### Sequential cells colored by netlist name, run 1

Scale bar: 50 µm.
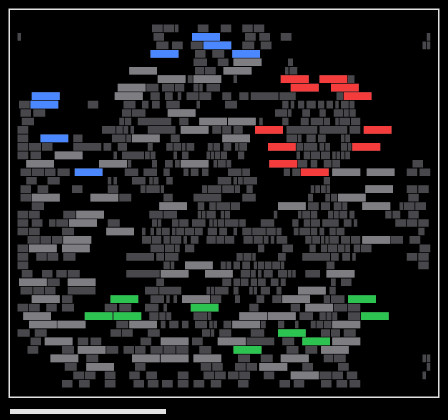
### I/O pins on the die edge, run 1

Pins as bars across the die edge, other pins in gray.
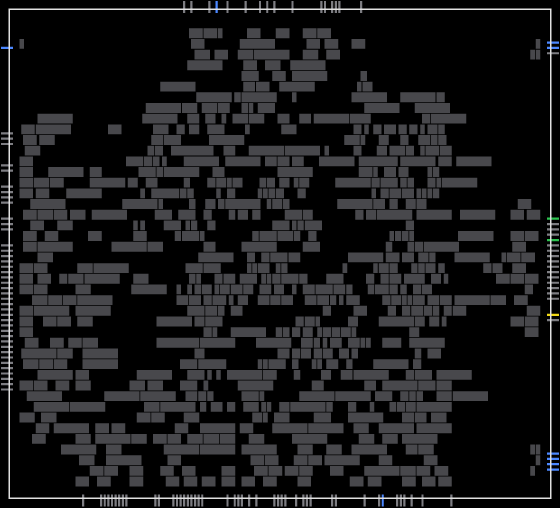
### Logic cells by family, run 1

Scale bar: 50 µm.
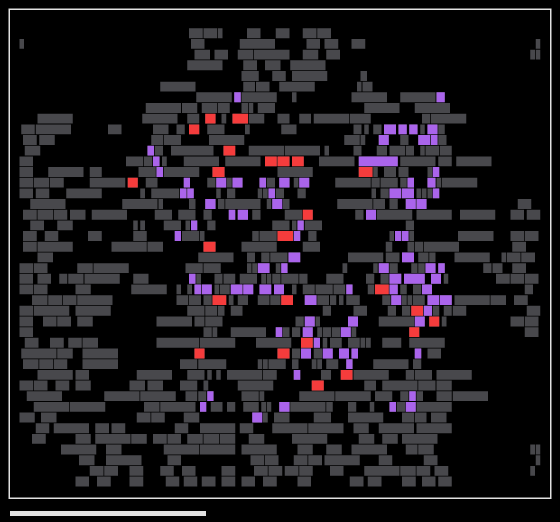
### Wiring by layer, run 1

Two of the layers only.
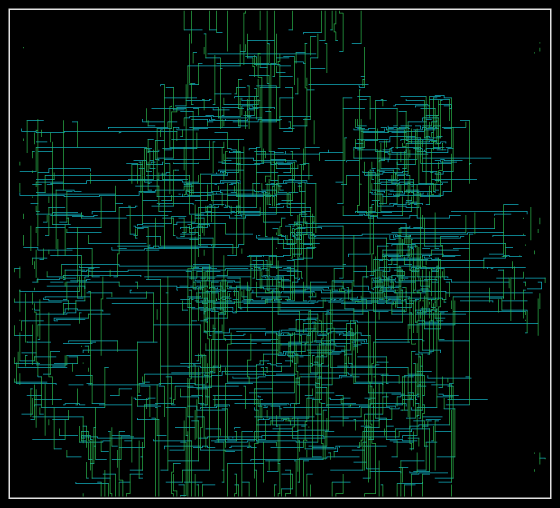
<file path="src/rtl/tpu_seq_pkg.sv">
// Shared types for the tile sequencer: FSM state encoding, error codes and
// the default watchdog limit.
package tpu_seq_pkg;

  localparam int TIMEOUT_DEFAULT = 1024;

  typedef enum logic [2:0] {
    S_IDLE,
    S_WAIT_DP,
    S_ISSUE,
    S_RUN,
    S_ACT,
    S_DONE,
    S_ERR
  } seq_state_t;

  typedef enum logic [1:0] {
    ERR_NONE = 2'd0,
    ERR_WAIT = 2'd1,
    ERR_SYS  = 2'd2,
    ERR_VPU  = 2'd3
  } seq_err_t;

endpackage

</file>
<file path="src/rtl/seq_watchdog.sv">
// Saturating cycle counter; expired is high once LIMIT cycles have elapsed
// since the last clear (the clearing cycle counts as the first).
module seq_watchdog #(
  parameter int LIMIT = 1024
) (
  input  logic clk,
  input  logic rst,
  input  logic clear,
  output logic expired
);

  localparam int W = $clog2(LIMIT + 1);

  logic [W-1:0] cnt;

  assign expired = (cnt >= W'(LIMIT - 1));

  always_ff @(posedge clk or posedge rst) begin
    if (rst)           cnt <= '0;
    else if (clear)    cnt <= '0;
    else if (!expired) cnt <= cnt + 1'b1;
  end

endmodule

</file>
<file path="src/rtl/tile_sequencer.sv">
// Runs one matrix tile: wait for datapath idle, launch systolic array + UB
// read, then drain accumulator rows through the VPU back into the UB.
module tile_sequencer
  import tpu_seq_pkg::*;
#(
  parameter int TIMEOUT = TIMEOUT_DEFAULT,
  parameter int UB_AW   = 9,
  parameter int ACC_AW  = 8
) (
  input  logic              clk,
  input  logic              rst,
  input  logic              cmd_valid,
  output logic              cmd_ready,
  input  logic [UB_AW-1:0]  cmd_ub_src,
  input  logic [UB_AW-1:0]  cmd_ub_dst,
  input  logic [7:0]        cmd_rows,
  input  logic [ACC_AW-1:0] cmd_acc_addr,
  input  logic [3:0]        cmd_vpu_mode,
  input  logic              cmd_signed,
  input  logic              cmd_acc_clear,
  input  logic              abort,
  input  logic              err_clr,
  input  logic              sys_busy,
  input  logic              sys_done,
  input  logic              vpu_done,
  input  logic              wt_busy,
  input  logic              ub_busy,
  output logic              sys_start,
  output logic [7:0]        sys_rows,
  output logic              sys_signed,
  output logic              sys_acc_clear,
  output logic [ACC_AW-1:0] sys_acc_addr,
  output logic              ub_rd_en,
  output logic              ub_wr_en,
  output logic [UB_AW-1:0]  ub_rd_addr,
  output logic [UB_AW-1:0]  ub_wr_addr,
  output logic [UB_AW-1:0]  ub_rd_count,
  output logic [UB_AW-1:0]  ub_wr_count,
  output logic              acc_rd_en,
  output logic [ACC_AW-1:0] acc_addr,
  output logic              vpu_start,
  output logic [3:0]        vpu_mode,
  output logic              seq_busy,
  output logic              seq_done,
  output logic              seq_err,
  output logic [1:0]        err_code
);

  seq_state_t        state, next_state;
  seq_err_t          err_q;
  logic [UB_AW-1:0]  src_q, dst_q;
  logic [7:0]        rows_q, iss_cnt, cmp_cnt;
  logic [ACC_AW-1:0] acc_q;
  logic [3:0]        mode_q;
  logic              signed_q, clr_q;
  logic              wd_clear, wd_expired, vpu_hit;
  logic              start_d, done_d, issue_fire, wr_fire;

  assign sys_rows      = rows_q;
  assign sys_signed    = signed_q;
  assign sys_acc_clear = clr_q;
  assign sys_acc_addr  = acc_q;
  assign ub_rd_addr    = src_q;
  assign ub_rd_count   = UB_AW'(rows_q);
  assign vpu_mode      = mode_q;
  assign err_code      = err_q;

  // A vpu_done only counts while rows are still owed a write-back.
  assign vpu_hit  = (state == S_ACT) && vpu_done && (cmp_cnt < rows_q);
  assign wd_clear = (next_state != state) || vpu_hit;

  seq_watchdog #(.LIMIT(TIMEOUT)) u_wd (
    .clk     (clk),
    .rst     (rst),
    .clear   (wd_clear),
    .expired (wd_expired)
  );

  always_ff @(posedge clk or posedge rst) begin
    if (rst) state <= S_IDLE;
    else     state <= next_state;
  end

  always_comb begin
    next_state = state;
    case (state)
      S_IDLE:    if (cmd_valid) next_state = (cmd_rows == 8'd0) ? S_DONE : S_WAIT_DP;
      S_WAIT_DP: if (!wt_busy && !ub_busy && !sys_busy) next_state = S_ISSUE;
                 else if (wd_expired)                   next_state = S_ERR;
      S_ISSUE:   next_state = S_RUN;
      S_RUN:     if (sys_done)        next_state = S_ACT;
                 else if (wd_expired) next_state = S_ERR;
      S_ACT:     if (vpu_hit && (cmp_cnt == rows_q - 8'd1)) next_state = S_DONE;
                 else if (wd_expired)                       next_state = S_ERR;
      S_DONE:    next_state = S_IDLE;
      S_ERR:     if (err_clr) next_state = S_IDLE;
      default:   next_state = S_IDLE;
    endcase
    if (abort && state != S_IDLE && state != S_ERR) next_state = S_IDLE;
  end

  // Strobe d-inputs look at next_state so the strobes themselves are flops.
  always_comb begin
    cmd_ready  = (state == S_IDLE);
    seq_busy   = !(state == S_IDLE || state == S_ERR);
    seq_err    = (state == S_ERR);
    start_d    = (next_state == S_ISSUE);
    done_d     = (next_state == S_DONE);
    issue_fire = (next_state == S_ACT) && (iss_cnt < rows_q);
    wr_fire    = vpu_hit && (next_state == S_ACT || next_state == S_DONE);
  end

  always_ff @(posedge clk or posedge rst) begin
    if (rst) begin
      src_q <= '0; dst_q <= '0; rows_q <= '0; acc_q <= '0; mode_q <= '0;
      signed_q <= 1'b0; clr_q <= 1'b0;
      iss_cnt <= '0; cmp_cnt <= '0;
      sys_start <= 1'b0; ub_rd_en <= 1'b0; ub_wr_en <= 1'b0;
      acc_rd_en <= 1'b0; vpu_start <= 1'b0; seq_done <= 1'b0;
      acc_addr <= '0; ub_wr_addr <= '0; ub_wr_count <= '0;
      err_q <= ERR_NONE;
    end else begin
      if (state == S_IDLE && cmd_valid) begin
        src_q    <= cmd_ub_src;
        dst_q    <= cmd_ub_dst;
        rows_q   <= cmd_rows;
        acc_q    <= cmd_acc_addr;
        mode_q   <= cmd_vpu_mode;
        signed_q <= cmd_signed;
        clr_q    <= cmd_acc_clear;
        iss_cnt  <= '0;
        cmp_cnt  <= '0;
      end
      sys_start <= start_d;
      ub_rd_en  <= start_d;
      seq_done  <= done_d;
      acc_rd_en <= issue_fire;
      vpu_start <= issue_fire;
      ub_wr_en  <= wr_fire;
      if (issue_fire) begin
        acc_addr <= acc_q + ACC_AW'(iss_cnt);
        iss_cnt  <= iss_cnt + 8'd1;
      end
      if (wr_fire) begin
        ub_wr_addr  <= dst_q + UB_AW'(cmp_cnt);
        ub_wr_count <= UB_AW'(1);
        cmp_cnt     <= cmp_cnt + 8'd1;
      end
      if (next_state == S_ERR && state != S_ERR)
        err_q <= (state == S_WAIT_DP) ? ERR_WAIT :
                 (state == S_RUN)     ? ERR_SYS  : ERR_VPU;
      else if (state == S_ERR && next_state == S_IDLE)
        err_q <= ERR_NONE;
    end
  end

endmodule

</file>
<file path="config.mk">
export PLATFORM = sky130hd
export DESIGN_NAME = tile_sequencer
export DESIGN_NICKNAME = d
export VERILOG_FILES = /design/src/rtl/tpu_seq_pkg.sv /design/src/rtl/seq_watchdog.sv /design/src/rtl/tile_sequencer.sv
export SDC_FILE = /design/constraint.sdc
export NUM_CORES = 1
export LEC_CHECK = 0
export CORE_ASPECT_RATIO = 0.9
export CORE_MARGIN = 2
export CORE_UTILIZATION = 35
export CTS_CLUSTER_DIAMETER = 30
export DETAILED_ROUTE_END_ITERATION = 16
export PLACE_DENSITY = 0.61
export REMOVE_ABC_BUFFERS = 1
export SYNTH_ARGS = -nofsm -noshare
export SYNTH_HDL_FRONTEND = slang
export SYNTH_HIERARCHICAL = 1
export SYNTH_SLANG_ARGS = --single-unit
</file>
<file path="constraint.sdc">
create_clock -name clk -period 6.95 [get_ports clk]
set_input_delay 1.7375 -clock clk [delete_from_list [all_inputs] [get_ports clk]]
set_output_delay 1.7375 -clock clk [all_outputs]
set_load 0.01 [all_outputs]
</file>
==> results.json, run 1 <==
{
  "design.core.area_um2": 15500,
  "busiest_layer": "met2",
  "fin_ws_ns": 2.41,
  "path_cells": "inv_1 > ha_1 > or3b_1 > or4_1 > a2111oi_0 > and4_1 > o2bb2ai_2 > a221oi_1 > o22ai_1 > inv_1 > nand2_1 > o221ai_1",
  "ys_sh_simple_pct": 13.5,
  "grt_max_degree": 84,
  "top_area_cell": "dfrtp_1",
  "worstHoldStart": "ub_wr_addr[3]$_DFFE_PP0P_",
  "power.largest_group": "combinational logic",
  "arrival_ns": 4.73,
  "vias_per_cell": 5.20,
  "syn2layout_area_growth_pct": 27.6,
  "crit_buf_inv": 2,
  "drive_above_1_share_pct": 13.4,
  "timing_worst_setup_path_type": "reg2reg",
  "yosys.area_share.aoi_pct": 14.4,
  "whs_path_depth": 1,
  "yosys_cells": 528,
  "regMostFlops": "u_wd/cnt",
  "largest_register_ffs": 11,
  "rsz0062_at_grt": "no",
  "worstPathRequired_ns": 7.14,
  "rows": 43,
  "logic_gates": 376,
  "p_leak_nw": 3.08,
  "ys_sh_adder_pct": 8.28,
  "dr.pass1.iters": 4,
  "hold_ws_ns": 0.489,
  "synth_area_per_cell_um2": 10.6,
  "ios": 127,
  "clk_pin_slew_ns": 0.07,
  "cp-end-kind": "flip-flop",
  "cts_max_path_buffers": 2,
  "fin_crit_ns": 4.54,
  "yosysWarnings": 6,
  "clkbuf_count": 11,
  "antenna_violating_nets_post_route": 0,
  "signal_buffers": 119,
  "drc": 0,
  "edf_count": 0,
  "io_buffers": 117,
  "dominant_cells": "logic gates",
  "cap_violations": 0,
  "dpl_cell_area_um2": 6850,
  "synth-seq-cells": 94,
  "top_cells_by_area": "dfrtp_1, mux2_2, ha_1",
  "cts_made_buffers": 9,
  "tightest_slew_ns": 1.10,
  "clock_area_share_pct": 4.52,
  "status": "finished clean",
  "warning_count": 25,
  "grtUsageMet3_pct": 4.32,
  "lay_top_cells": "clkdlybuf4s50_1, dfrtp_1, mux2_2",
  "crit_start": "sys_rows[1]$_DFFE_PP0P_",
  "pwr-share-comb_pct": 42.3,
  "diodes": 0,
  "finalWeightedCongestion": 0.873,
  "p_switching_mw": 0.845,
  "post_cts_resized": 0,
  "wl_met2_um": 5970,
  "fmax_ghz": 0.220,
  "root_buffer": "clkbuf_16",
  "path_common_cell": "inv_1",
  "hold_violations": 0,
  "inv_count": 28,
  "async_reset_ff_share_pct": 100,
  "xor_area_share_pct": 3.43,
  "netlist_area_um2": 5620,
  "vdd.ir_drop.worst_mv": 0.230,
  "grt_use_met1_pct": 22.4,
  "hold_buffers": 0,
  "cp_slowest_cell": "o22ai_1",
  "ys_area_um2": 5620,
  "overflow": 0,
  "powerComb_mw": 1.03,
  "worstPathMaxFanout": 15,
  "wl_met3_um": 804
}
-- 'Sequential cells colored by netlist name' (at the start) --
| signal | color | placed flops |
|---|---|---|
| `sys_acc_addr` | blue | 8 |
| `u_wd/cnt` | red | 11 |
| `dst_q` | green | 9 |
sequential power: 0.867 mW
Util after Layout: 46.1%
register area: 2350 µm²
sequential share of cell area: 32.8%

-- 'I/O pins on the die edge' (at the start) --
| port | color | pins | direction | edge |
|---|---|---|---|---|
| `abort` | yellow | 1 | input | east |
| `err_code` | green | 2 | output | east |
| `ub_wr_count` | blue | 9 | output | 6 east, 1 south, 1 west, 1 north |
all pins by edge: 45 south, 41 west, 25 east, 16 north
Die Y: 124 µm
Die Wd: 138 µm

-- 'Logic cells by family' (at the start) --
| family | color | cells | most used |
|---|---|---|---|
| AND-OR and OR-AND gates | red | 24 | a31o_1 |
| inverting AOI/OAI gates | purple | 87 | o21ai_0 |
most numerous logic cell after layout: clkdlybuf4s50_1
Post-Layout Cell Count: 835

-- 'Wiring by layer' (at the start) --
| layer | color | wire length |
|---|---|---|
| metal 1 | cyan | 6,290 µm |
| metal 2 | green | 5,970 µm |
global-route usage over all layers: 16.1%
Vias: 4,339
Routed WL: 13,300 µm
drt wl/cell: 15.9 µm

### Clock nets, run 1

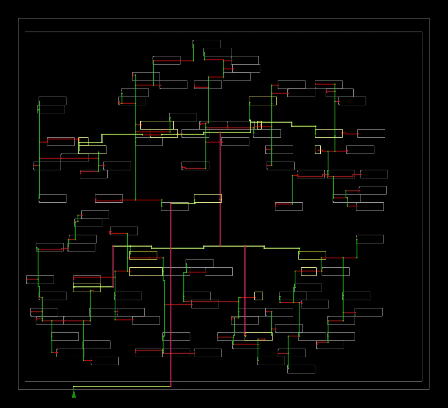

## Run 2: what changed since run 1
==> constraint.sdc (replaced) <==
create_clock -name clk -period 4.58 [get_ports clk]
set_input_delay 1.145 -clock clk [delete_from_list [all_inputs] [get_ports clk]]
set_output_delay 1.145 -clock clk [all_outputs]
set_load 0.01 [all_outputs]
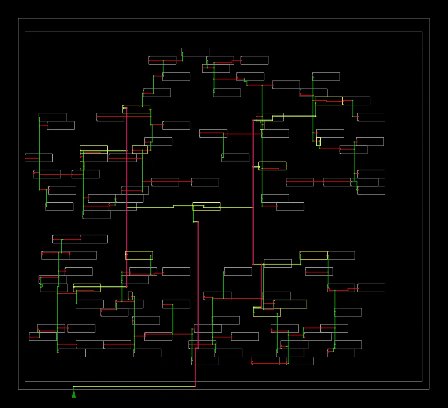
*Clock nets, run 2*
clock latency on the worst-skew pair: 0.35 ns
Clock Skew: 0.00494 ns

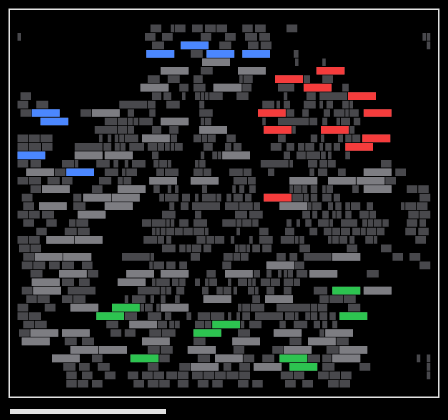
*Sequential cells colored by netlist name, run 2*
Scale bar: 50 µm.
| signal | color | placed flops |
|---|---|---|
| `u_wd/cnt` | red | 11 |
| `sys_acc_addr` | blue | 8 |
| `dst_q` | green | 9 |
not colored: 66
Util after Layout: 46.2%
sequential power: 1.32 mW
sequential share of cell area: 32.8%

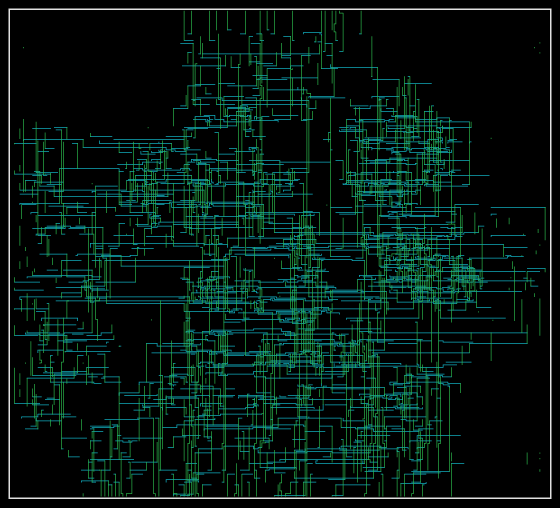
*Wiring by layer, run 2*
Two of the layers only.
| layer | color | wire length |
|---|---|---|
| metal 1 | cyan | 6,300 µm |
| metal 2 | green | 6,080 µm |
Routed WL: 13,400 µm
global-route usage over all layers: 16.5%

==> run 2 against run 1 <==
Against the previous run:
- hold slack is essentially flat
- combinational power grew 55%
- clock skew is 0.0025 ns lower
- global-route usage is 0.35 points higher
- die area unchanged
- first-iteration DRC count shrank 38%
- via count up 1.2%
- largest power group unchanged
- sequential share of layout area is essentially flat
==> results.json, run 2 <==
{
  "vdd.ir_drop.worst_mv": 0.297,
  "p_leak_nw": 3.09,
  "largest_register_ffs": 11,
  "clock_area_share_pct": 3.96,
  "routed.top_layer": "met4",
  "grtUsageMet3_pct": 3.83,
  "cp_slowest_cell": "a2111oi_0",
  "power.largest_group": "combinational logic",
  "worstPathRequired_ns": 4.83,
  "finalSetupTns_ns": 0,
  "antenna_violating_nets_post_route": 0,
  "cts_max_path_buffers": 2,
  "pwr-share-comb_pct": 43.9,
  "ys_sh_adder_pct": 8.28,
  "grt_max_degree": 33,
  "finalWeightedCongestion": 0.905,
  "lay_top_cells": "clkdlybuf4s50_1, dfrtp_1, mux2_2",
  "ios": 127,
  "inv_count": 28,
  "busiest_layer": "met2",
  "synth_area_per_cell_um2": 10.6,
  "cts_made_buffers": 9,
  "area.sequential_um2": 2350,
  "hold_ws_ns": 0.489,
  "path_common_cell": "inv_1",
  "powerComb_mw": 1.60,
  "crit_start": "sys_rows[1]$_DFFE_PP0P_",
  "p_switching_mw": 1.27,
  "top_area_cell": "dfrtp_1",
  "yosysWarnings": 6,
  "regMostFlops": "u_wd/cnt",
  "ys_sh_simple_pct": 13.5,
  "dominant_cells": "logic gates",
  "crit_buf_inv": 3,
  "post_cts_resized": 0,
  "status": "finished clean",
  "fin_crit_ns": 3.94,
  "cap_violations": 0,
  "xor_area_share_pct": 3.43,
  "yosys.area_share.aoi_pct": 14.4,
  "comb_share_pct": 41.1,
  "die_x_um": 138,
  "hold_buffers": 0,
  "wl_met3_um": 814,
  "arrival_ns": 4.19,
  "htree_levels": 3,
  "clk_pin_slew_ns": 0.06,
  "overflow": 0,
  "netlist_area_um2": 5620,
  "signal_buffers": 125,
  "worstHoldStart": "ub_wr_count[0]$_DFFE_PP0P_",
  "fmax_ghz": 0.254,
  "synth-seq-cells": 94,
  "die_h_um": 124,
  "tightest_slew_ns": 0.864,
  "cp-end-kind": "flip-flop",
  "yosys_cells": 528,
  "io_buffers": 117,
  "min_period_over_period_pct": 86.0,
  "wl_per_cell_um": 15.9,
  "diodes": 0,
  "clkbuf_count": 14,
  "warning_count": 25,
  "dpl_cell_area_um2": 6890,
  "path_cells": "inv_1 > ha_1 > or3b_1 > or4_1 > a2111oi_0 > and4_1 > a21boi_1 > nor3_1 > o22ai_1 > buf_4 > inv_1 > nand2_1 > o221ai_1",
  "timing_worst_setup_path_type": "reg2reg",
  "hold_violations": 0,
  "rows": 43,
  "root_buffer": "clkbuf_16",
  "final_cells": 840,
  "design.core.area_um2": 15500,
  "drc": 0,
  "dr.pass1.iters": 5,
  "vias_per_cell": 5.23,
  "grt_pass1_vias": 4455,
  "logic_gates": 376,
  "async_reset_ff_share_pct": 100,
  "drive_above_1_share_pct": 13.6,
  "ys_area_um2": 5620,
  "wl_met2_um": 6080,
  "syn2layout_area_growth_pct": 27.7,
  "num_vias": 4393,
  "edf_count": 0,
  "whs_path_depth": 1,
  "fin_ws_ns": 0.639,
  "slew_headroom_pct": 42.3,
  "grt_use_met1_pct": 23.2
}
No activity file was given, so power comes from the tool's default toggle rates.
